<file path="src/rtl/sna_request_receiver_pkg.sv">
// Shared definitions for the SNA request receiver and response transmitter:
// flit layout, type codes, VC count and the receiver FSM state encoding.
package sna_request_receiver_pkg;

  localparam int FLIT_W    = 37;
  localparam int PAYLOAD_W = 32;
  localparam int VC_NUM    = 8;
  localparam int VC_W      = 3;

  localparam int TYPE_HI  = 36;
  localparam int TYPE_LO  = 35;
  localparam int VC_HI    = 34;
  localparam int VC_LO    = 32;
  localparam int DEST_HI  = 31;
  localparam int DEST_LO  = 28;
  localparam int SRC_HI   = 27;
  localparam int SRC_LO   = 24;
  localparam int CMD_BIT  = 23;
  localparam int WSTRB_HI = 19;
  localparam int WSTRB_LO = 16;

  typedef enum logic [1:0] {
    FLIT_BODY = 2'b00,
    FLIT_TAIL = 2'b01,
    FLIT_HEAD = 2'b10
  } flit_type_e;

  typedef enum logic [2:0] {
    ST_IDLE      = 3'd0,
    ST_GET_ADDR  = 3'd1,
    ST_GET_DATA  = 3'd2,
    ST_AXI_WRITE = 3'd3,
    ST_AXI_READ  = 3'd4
  } state_e;

  // One-hot flag vector selecting a single virtual channel
  function automatic logic [VC_NUM-1:0] vc_onehot(input logic [VC_W-1:0] vc);
    logic [VC_NUM-1:0] mask;
    mask     = '0;
    mask[vc] = 1'b1;
    return mask;
  endfunction

  // Response head: src and dest swap places relative to the request
  function automatic logic [FLIT_W-1:0] make_resp_header(
    input logic [VC_W-1:0] vc,
    input logic [3:0]      req_src,
    input logic [3:0]      req_dest,
    input logic            req_cmd
  );
    return {FLIT_HEAD, vc, req_src, req_dest, req_cmd, 23'd0};
  endfunction

  // Response tail carries no payload
  function automatic logic [FLIT_W-1:0] make_resp_tail(input logic [VC_W-1:0] vc);
    return {FLIT_TAIL, vc, 32'd0};
  endfunction

endpackage

</file>
<file path="src/rtl/sna_flit_decoder.sv">
// Purely combinational field extraction and type classification of a NoC flit.
module sna_flit_decoder
  import sna_request_receiver_pkg::*;
(
  input  logic [FLIT_W-1:0]    flit,
  output logic                 is_head,
  output logic                 is_body,
  output logic                 is_tail,
  output logic [VC_W-1:0]      vc,
  output logic [3:0]           dest,
  output logic [3:0]           src,
  output logic                 cmd,
  output logic [3:0]           strb,
  output logic [PAYLOAD_W-1:0] payload
);

  logic [1:0] flit_type;

  // Slice the flit into its named fields; type 2'b11 classifies as nothing
  always_comb begin
    flit_type = flit[TYPE_HI:TYPE_LO];
    is_head   = (flit_type == FLIT_HEAD);
    is_body   = (flit_type == FLIT_BODY);
    is_tail   = (flit_type == FLIT_TAIL);
    vc        = flit[VC_HI:VC_LO];
    dest      = flit[DEST_HI:DEST_LO];
    src       = flit[SRC_HI:SRC_LO];
    cmd       = flit[CMD_BIT];
    strb      = flit[WSTRB_HI:WSTRB_LO];
    payload   = flit[PAYLOAD_W-1:0];
  end

endmodule

</file>
<file path="src/rtl/sna_request_receiver.sv">
// Receives request packets from the NoC, assembles address/data and issues
// a single AXI4-Lite write or read per packet. All outputs are registered.
module sna_request_receiver
  import sna_request_receiver_pkg::*;
(
  input  logic                 clock,
  input  logic                 reset_n,
  input  logic [FLIT_W-1:0]    noc_data,
  input  logic                 is_valid,
  output logic [VC_NUM-1:0]    is_allocatable,
  output logic [VC_NUM-1:0]    is_on_off,
  output logic [31:0]          awaddr,
  output logic                 awvalid,
  input  logic                 awready,
  output logic [31:0]          wdata,
  output logic [3:0]           wstrb,
  output logic                 wvalid,
  input  logic                 wready,
  output logic [31:0]          araddr,
  output logic                 arvalid,
  input  logic                 arready,
  output logic [FLIT_W-1:0]    resp_header,
  output logic [FLIT_W-1:0]    resp_tail
);

  logic                 dec_is_head;
  logic                 dec_is_body;
  logic                 dec_is_tail;
  logic [VC_W-1:0]      dec_vc;
  logic [3:0]           dec_dest;
  logic [3:0]           dec_src;
  logic                 dec_cmd;
  logic [3:0]           dec_strb;
  logic [PAYLOAD_W-1:0] dec_payload;

  state_e          state;
  logic [VC_W-1:0] cur_vc;
  logic            cur_cmd;
  logic            run_q;

  logic accept;
  logic start_head;
  logic on_vc;
  logic aw_done;
  logic w_done;

  sna_flit_decoder u_decoder (
    .flit    (noc_data),
    .is_head (dec_is_head),
    .is_body (dec_is_body),
    .is_tail (dec_is_tail),
    .vc      (dec_vc),
    .dest    (dec_dest),
    .src     (dec_src),
    .cmd     (dec_cmd),
    .strb    (dec_strb),
    .payload (dec_payload)
  );

  // Gate flit acceptance for the first edge after reset release
  always_ff @(posedge clock or negedge reset_n) begin
    if (!reset_n) run_q <= 1'b0;
    else          run_q <= 1'b1;
  end

  // Acceptance qualifiers and AXI channel completion (done = already handshaken or handshaking now)
  always_comb begin
    accept     = is_valid && run_q;
    start_head = accept && dec_is_head &&
                 (state == ST_IDLE || state == ST_GET_ADDR || state == ST_GET_DATA);
    on_vc      = (dec_vc == cur_vc);
    aw_done    = !awvalid || awready;
    w_done     = !wvalid || wready;
  end

  // Packet assembly FSM with registered AXI and flow-control outputs
  always_ff @(posedge clock or negedge reset_n) begin
    if (!reset_n) begin
      state          <= ST_IDLE;
      cur_vc         <= '0;
      cur_cmd        <= 1'b0;
      awaddr         <= '0;
      awvalid        <= 1'b0;
      wdata          <= '0;
      wstrb          <= '0;
      wvalid         <= 1'b0;
      araddr         <= '0;
      arvalid        <= 1'b0;
      resp_header    <= '0;
      resp_tail      <= '0;
      is_allocatable <= '1;
      is_on_off      <= '1;
    end else if (start_head) begin
      state          <= ST_GET_ADDR;
      cur_vc         <= dec_vc;
      cur_cmd        <= dec_cmd;
      wstrb          <= dec_strb;
      resp_header    <= make_resp_header(dec_vc, dec_src, dec_dest, dec_cmd);
      resp_tail      <= make_resp_tail(dec_vc);
      is_allocatable <= '0;
      is_on_off      <= vc_onehot(dec_vc);
    end else begin
      case (state)
        ST_IDLE: begin
        end
        ST_GET_ADDR: begin
          if (accept && on_vc) begin
            if (cur_cmd && dec_is_body) begin
              awaddr <= dec_payload;
              state  <= ST_GET_DATA;
            end else if (!cur_cmd && dec_is_tail) begin
              araddr    <= dec_payload;
              arvalid   <= 1'b1;
              is_on_off <= '0;
              state     <= ST_AXI_READ;
            end
          end
        end
        ST_GET_DATA: begin
          if (accept && on_vc && dec_is_tail) begin
            wdata     <= dec_payload;
            awvalid   <= 1'b1;
            wvalid    <= 1'b1;
            is_on_off <= '0;
            state     <= ST_AXI_WRITE;
          end
        end
        ST_AXI_WRITE: begin
          if (awvalid && awready) awvalid <= 1'b0;
          if (wvalid && wready)   wvalid  <= 1'b0;
          if (aw_done && w_done) begin
            state          <= ST_IDLE;
            is_allocatable <= '1;
            is_on_off      <= '1;
          end
        end
        ST_AXI_READ: begin
          if (arready) begin
            arvalid        <= 1'b0;
            state          <= ST_IDLE;
            is_allocatable <= '1;
            is_on_off      <= '1;
          end
        end
        default: begin
          state          <= ST_IDLE;
          awvalid        <= 1'b0;
          wvalid         <= 1'b0;
          arvalid        <= 1'b0;
          is_allocatable <= '1;
          is_on_off      <= '1;
        end
      endcase
    end
  end

endmodule

</file>
<file path="config.mk">
export PLATFORM = sky130hd
export DESIGN_NAME = sna_request_receiver
export DESIGN_NICKNAME = d
export VERILOG_FILES = /design/src/rtl/sna_request_receiver_pkg.sv /design/src/rtl/sna_flit_decoder.sv /design/src/rtl/sna_request_receiver.sv
export SDC_FILE = /design/constraint.sdc
export NUM_CORES = 1
export LEC_CHECK = 0
export CORE_ASPECT_RATIO = 0.5
export CORE_MARGIN = 4
export CORE_UTILIZATION = 47
export DETAILED_ROUTE_END_ITERATION = 10
export GPL_TIMING_DRIVEN = 0
export PLACE_DENSITY = 0.89
export SYNTH_ARGS = -nofsm -noshare
export SYNTH_HDL_FRONTEND = slang
export SYNTH_SLANG_ARGS = --single-unit
</file>
<file path="constraint.sdc">
create_clock -name clock -period 5.75 [get_ports clock]
set_input_delay 1.15 -clock clock [delete_from_list [all_inputs] [get_ports clock]]
set_output_delay 1.15 -clock clock [all_outputs]
set_load 0.01 [all_outputs]
</file>
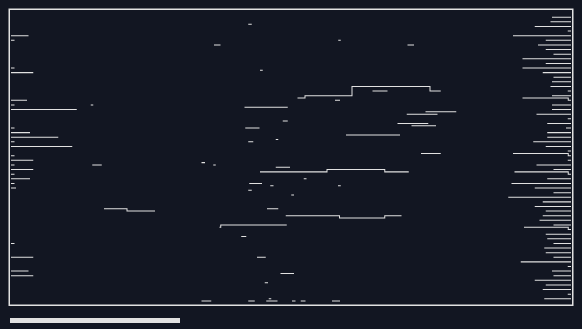
*The metal 3 layer, run 1*
Bar = 50 um.
- longest straight run: 23.0 um
- share of all routed wire: 5.6%
- main direction: horizontal
- wire length on this layer: 869 um
- nets with wire on the layer: 110
M3 GR Usage: 5.51%
WL final: 15500 um
via count: 4071

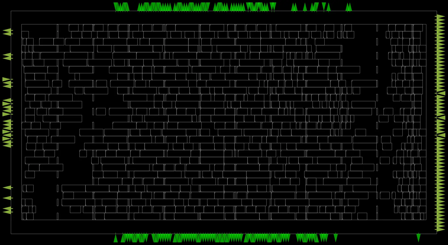
*Placed standard cells, run 1*
tap cells: 165
core region area: 12000 um^2
final core utilization: 72.0%
fillcell total: 795

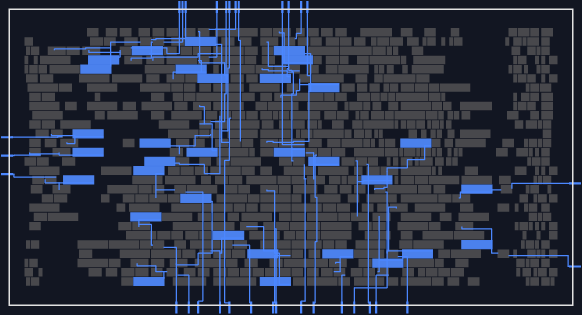
*Port wiring, run 1*
- `awaddr`: blue (bits 32; direction output; end cells 32; wire 1540 um)
Ports: 236
IO Port Bufs: 178

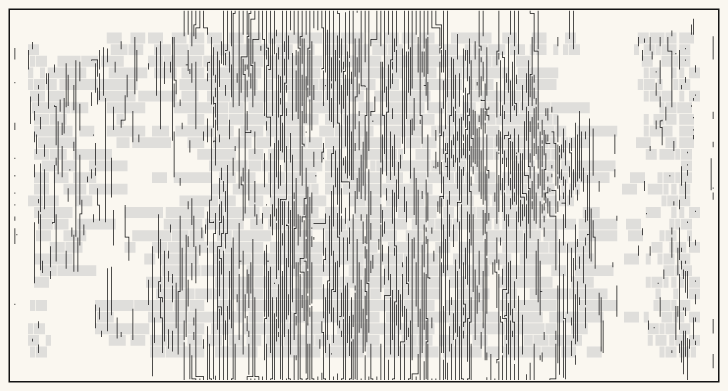
*M2 wires, run 1*
Cells faint in the background.
- longest straight run: 42.0 um
- wire length on this layer: 8210 um
- main direction: vertical
met2 Usage GRT: 40.8%

## run 1: routing by layer
layer | track usage, % | up-vias
met1 | 24.7 | 2064
met2 | 40.8 | 150
met3 | 5.51 | 35
li1 | - | 1822
met4 | 9.36 | 0
met5 | 0 | -
## run 1: path summary, 6_finish.rpt
path	start	endpoint	slack (ns)	cells after the start
setup / recovery	is_valid	resp_header[27]$_DFFE_PN0N_	2.28	6
hold / removal	resp_tail[35]$_DFFE_PN0N_	resp_tail[35]$_DFFE_PN0N_	0.49	1
hold reg to reg	resp_tail[35]$_DFFE_PN0N_	resp_tail[35]$_DFFE_PN0N_	0.49	1
setup reg to reg	run_q$_DFF_PN0_	resp_header[27]$_DFFE_PN0N_	3.17	5
min in group asynchronous	reset_n	awaddr[21]$_DFFE_PN0P_	0.71	1
max in group asynchronous	reset_n	is_on_off[1]$_DFFE_PN1P_	4.28	2
## run 1: stage by stage
| step | utilization (%) | power, uW | cells |
|---|---|---|---|
| finish | 72.0 | 3370 | 844 |
| floorplan | - | 1770 | 468 |
| global placement | 67.1 | 2320 | 811 |
| CTS | 72.0 | 3390 | 844 |
| global route | 72.0 | 3530 | 844 |
| detailed placement | 67.3 | 2360 | 812 |
## run 1: Yosys cell counts (all sizes together) (2+ instances only)
library cell and n:
nor4 2, nor3b 3, nand4b 2, nand2b 4, mux2 122, dfstp 9, nor2 7, clkbuf 2
o21ai 12, o31ai 3, buf 79, o211ai 2, conb 2, dfrtp 120, nand2 11, inv 4
or2 2, a21oi 7, xor2 3, nand3 2
## run 1: power by group through the flow
stage                     sequential (uW)  clock, uW  combinational, uW
after floorplan                      1320          0                451
after global placement               1240          0               1070
after detailed placement             1260          0               1100
after CTS                            1250       1020               1120
after global routing                 1270       1070               1190
final                                1250       1010               1110
==> flow_summary.toml, run 1 <==
# physical design summary
[die]
fp_util_pct = 48.7

[yosys]
netlist_instances = 412
xor_share_pct = 0.600
ys.flop_type = "dfrtp_1"
edf_count = 0
synth_area_leader_cell = "dfrtp_1"
synth.avg_cell_area_um2 = 14.2

[run]
max-cap-violations = 0

[clock_network]
cts_tree = "built"
cts_root_buf = "clkbuf_16"
cts.repair.resized = 0
cts_setup_buffers = 0

[drt]
dr_wl_met2_um = 8210
dr_wl_met3_um = 868
highest_layer = "met4"

[critical_path]
timing.critical_path.buf_inv = 2
crit_chain = "clkdlybuf4s50_1 -> nand2_1 -> nor3b_1 -> nand3_1 -> clkbuf_1 -> mux2_2"
endpoint_kind = "register"

[run_status]
status = "finished, final reports clean"

[final_layout]
stdcell_area_um2 = 8630
buffers = 260
top_regs = "araddr (32), awaddr (32), wdata (32)"

[place]
place_area_um2 = 8060

[timing]
max_freq_ghz = 0.288
final.min_clock_period_ns = 3.47
setup_viol = 0
hold_violations = 0
==> run 2, diff against run 1 <==
--- a/config.mk
+++ b/config.mk
@@ -7,10 +7,10 @@
 export LEC_CHECK = 0
 export CORE_ASPECT_RATIO = 0.5
 export CORE_MARGIN = 4
-export CORE_UTILIZATION = 47
+export CORE_UTILIZATION = 44
 export DETAILED_ROUTE_END_ITERATION = 10
 export GPL_TIMING_DRIVEN = 0
-export PLACE_DENSITY = 0.89
+export PLACE_DENSITY = 0.84
 export SYNTH_ARGS = -nofsm -noshare
 export SYNTH_HDL_FRONTEND = slang
 export SYNTH_SLANG_ARGS = --single-unit
==> constraint.sdc (replaced) <==
create_clock -name clock -period 3.4 [get_ports clock]
set_input_delay 0.68 -clock clock [delete_from_list [all_inputs] [get_ports clock]]
set_output_delay 0.68 -clock clock [all_outputs]
set_load 0.01 [all_outputs]
==> flow_summary.toml, run 2 <==
# physical design summary
[yosys]
netlist_instances = 412
edf_count = 0
synth_area_leader_cell = "dfrtp_1"
synth.avg_cell_area_um2 = 14.2
ys.flop_type = "dfrtp_1"
most_common_cell = "dfrtp_1"

[critical_path]
reg2reg_slack_ns = 0.78
worstReg2RegStart = "run_q$_DFF_PN0_"
reg2reg_to = "resp_header[27]$_DFFE_PN0N_"

[final_layout]
fillers = 914
buffers = 260
top_regs = "araddr (32), awaddr (32), wdata (32)"

[clock_network]
cts.repair.resized = 0
cts_setup_buffers = 0
cts_tree = "built"

[run]
max-cap-violations = 0

[die]
ioPinCount = 236
fp_util_pct = 45.6
taps = 170

[grt]
met1_usage_pct = 21.9
grt_busiest_layer = "met2"

[place]
place_area_um2 = 8070
dp.cells = 817

[timing]
final.min_clock_period_ns = 3.04
setup_viol = 0
max_freq_ghz = 0.329

[run_status]
status = "finished, final reports clean"
run 2: logic make-up (layout without fill, tap and decap cells):
kind of cell / Yosys count / count (layout) / synth area share [%]
compound gates: 35 / 35 / 3.92
xor+xnor: 4 / 4 / 0.600
buf+inv: 85 / 296 / 10.8
flops: 129 / 129 / 55.5
mux: 122 / 122 / 25.5
other cells: 2 / 58 / 0.129
simple gates: 35 / 35 / 3.60
run 2: how the worst max path moves through the flow:
stage | slack (ns) | cells past startpoint | endpoint | start
after floorplan | 1.17 | 6 | awaddr[0]$_DFFE_PN0P_ | noc_data[34]
after global placement | -3.35 | 1 | araddr[21]$_DFFE_PN0P_ | reset_n
after detailed placement | 0.02 | 6 | resp_header[27]$_DFFE_PN0N_ | is_valid
after CTS | 0.39 | 6 | cur_vc[0]$_DFFE_PN0N_ | is_valid
after global routing | 0.31 | 6 | cur_vc[1]$_DFFE_PN0N_ | is_valid
final | 0.36 | 6 | resp_header[27]$_DFFE_PN0N_ | is_valid
run 2: where the power goes:
part	switching [uW]	internal [uW]
Combinational	745	1110
Clock	696	1120
Sequential	213	1890
Total	1650	4120
run 2: per-layer routing:
metal,up-vias,part of all wire [%]
met5,-,0
met4,0,2.6
met3,25,7.2
met2,156,51
met1,1920,39
li1,1825,-
run 2: metrics by stage:
stage / power (uW) / worst slack (ns) / TNS [ns]
finish: 5770 / 0.359 / 0
CTS: 5820 / 0.393 / 0
global placement: 3910 / -3.35 / -416.54
floorplan: 2990 / 1.17 / 0
global route: 6040 / 0.308 / 0
detailed placement: 3980 / 0.0210 / 0
run 2: worst max-delay path, stage by stage:
cell	delay [ns]
clkdlybuf4s50_1	0.51
nand2_1	0.11
nor3b_1	0.56
nand3_1	0.57
clkbuf_1	0.50
mux2_2	0.40
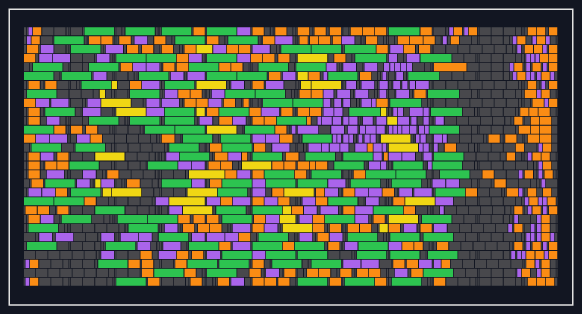
*Cells colored by class, run 2*
Fill, decap, tap and diode cells in gray.
- flops: green (cells 129; share of their area 38%)
- combinational and other logic: purple (cells 258; share of their area 26%)
- other buffers and delay cells: orange (cells 260; share of their area 29%)
- clock drivers and dummy loads: yellow (cells 32; share of their area 7.0%)
post-route cell area: 8660 um^2
core region area: 12800 um^2
final core utilization: 67.6%
sequential fraction of total cell area: 37.4%

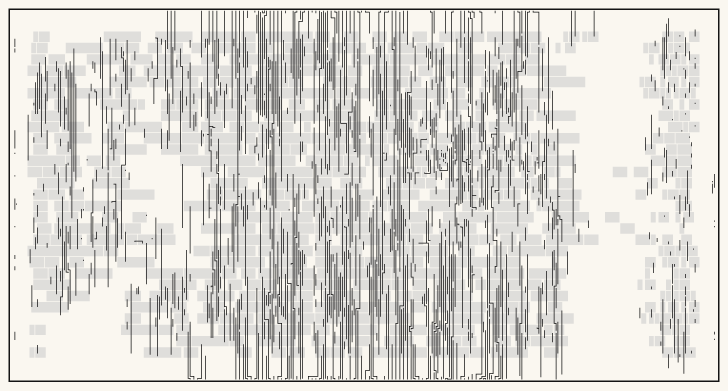
*M2 wires, run 2*
Cells faint in the background.
- nets with wire on the layer: 641
- main direction: vertical
- wire length on this layer: 7560 um
- share of all routed wire: 51%
via count: 3926
WL final: 14700 um
met2 Usage GRT: 33.5%

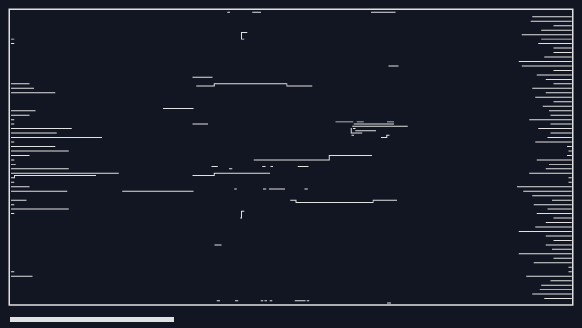
*The metal 3 layer, run 2*
Bar = 50 um.
- wire length on this layer: 1060 um
- longest straight run: 32.4 um
- nets with wire on the layer: 120
M3 GR Usage: 5.34%

Power is estimated from default activity; no workload was simulated.
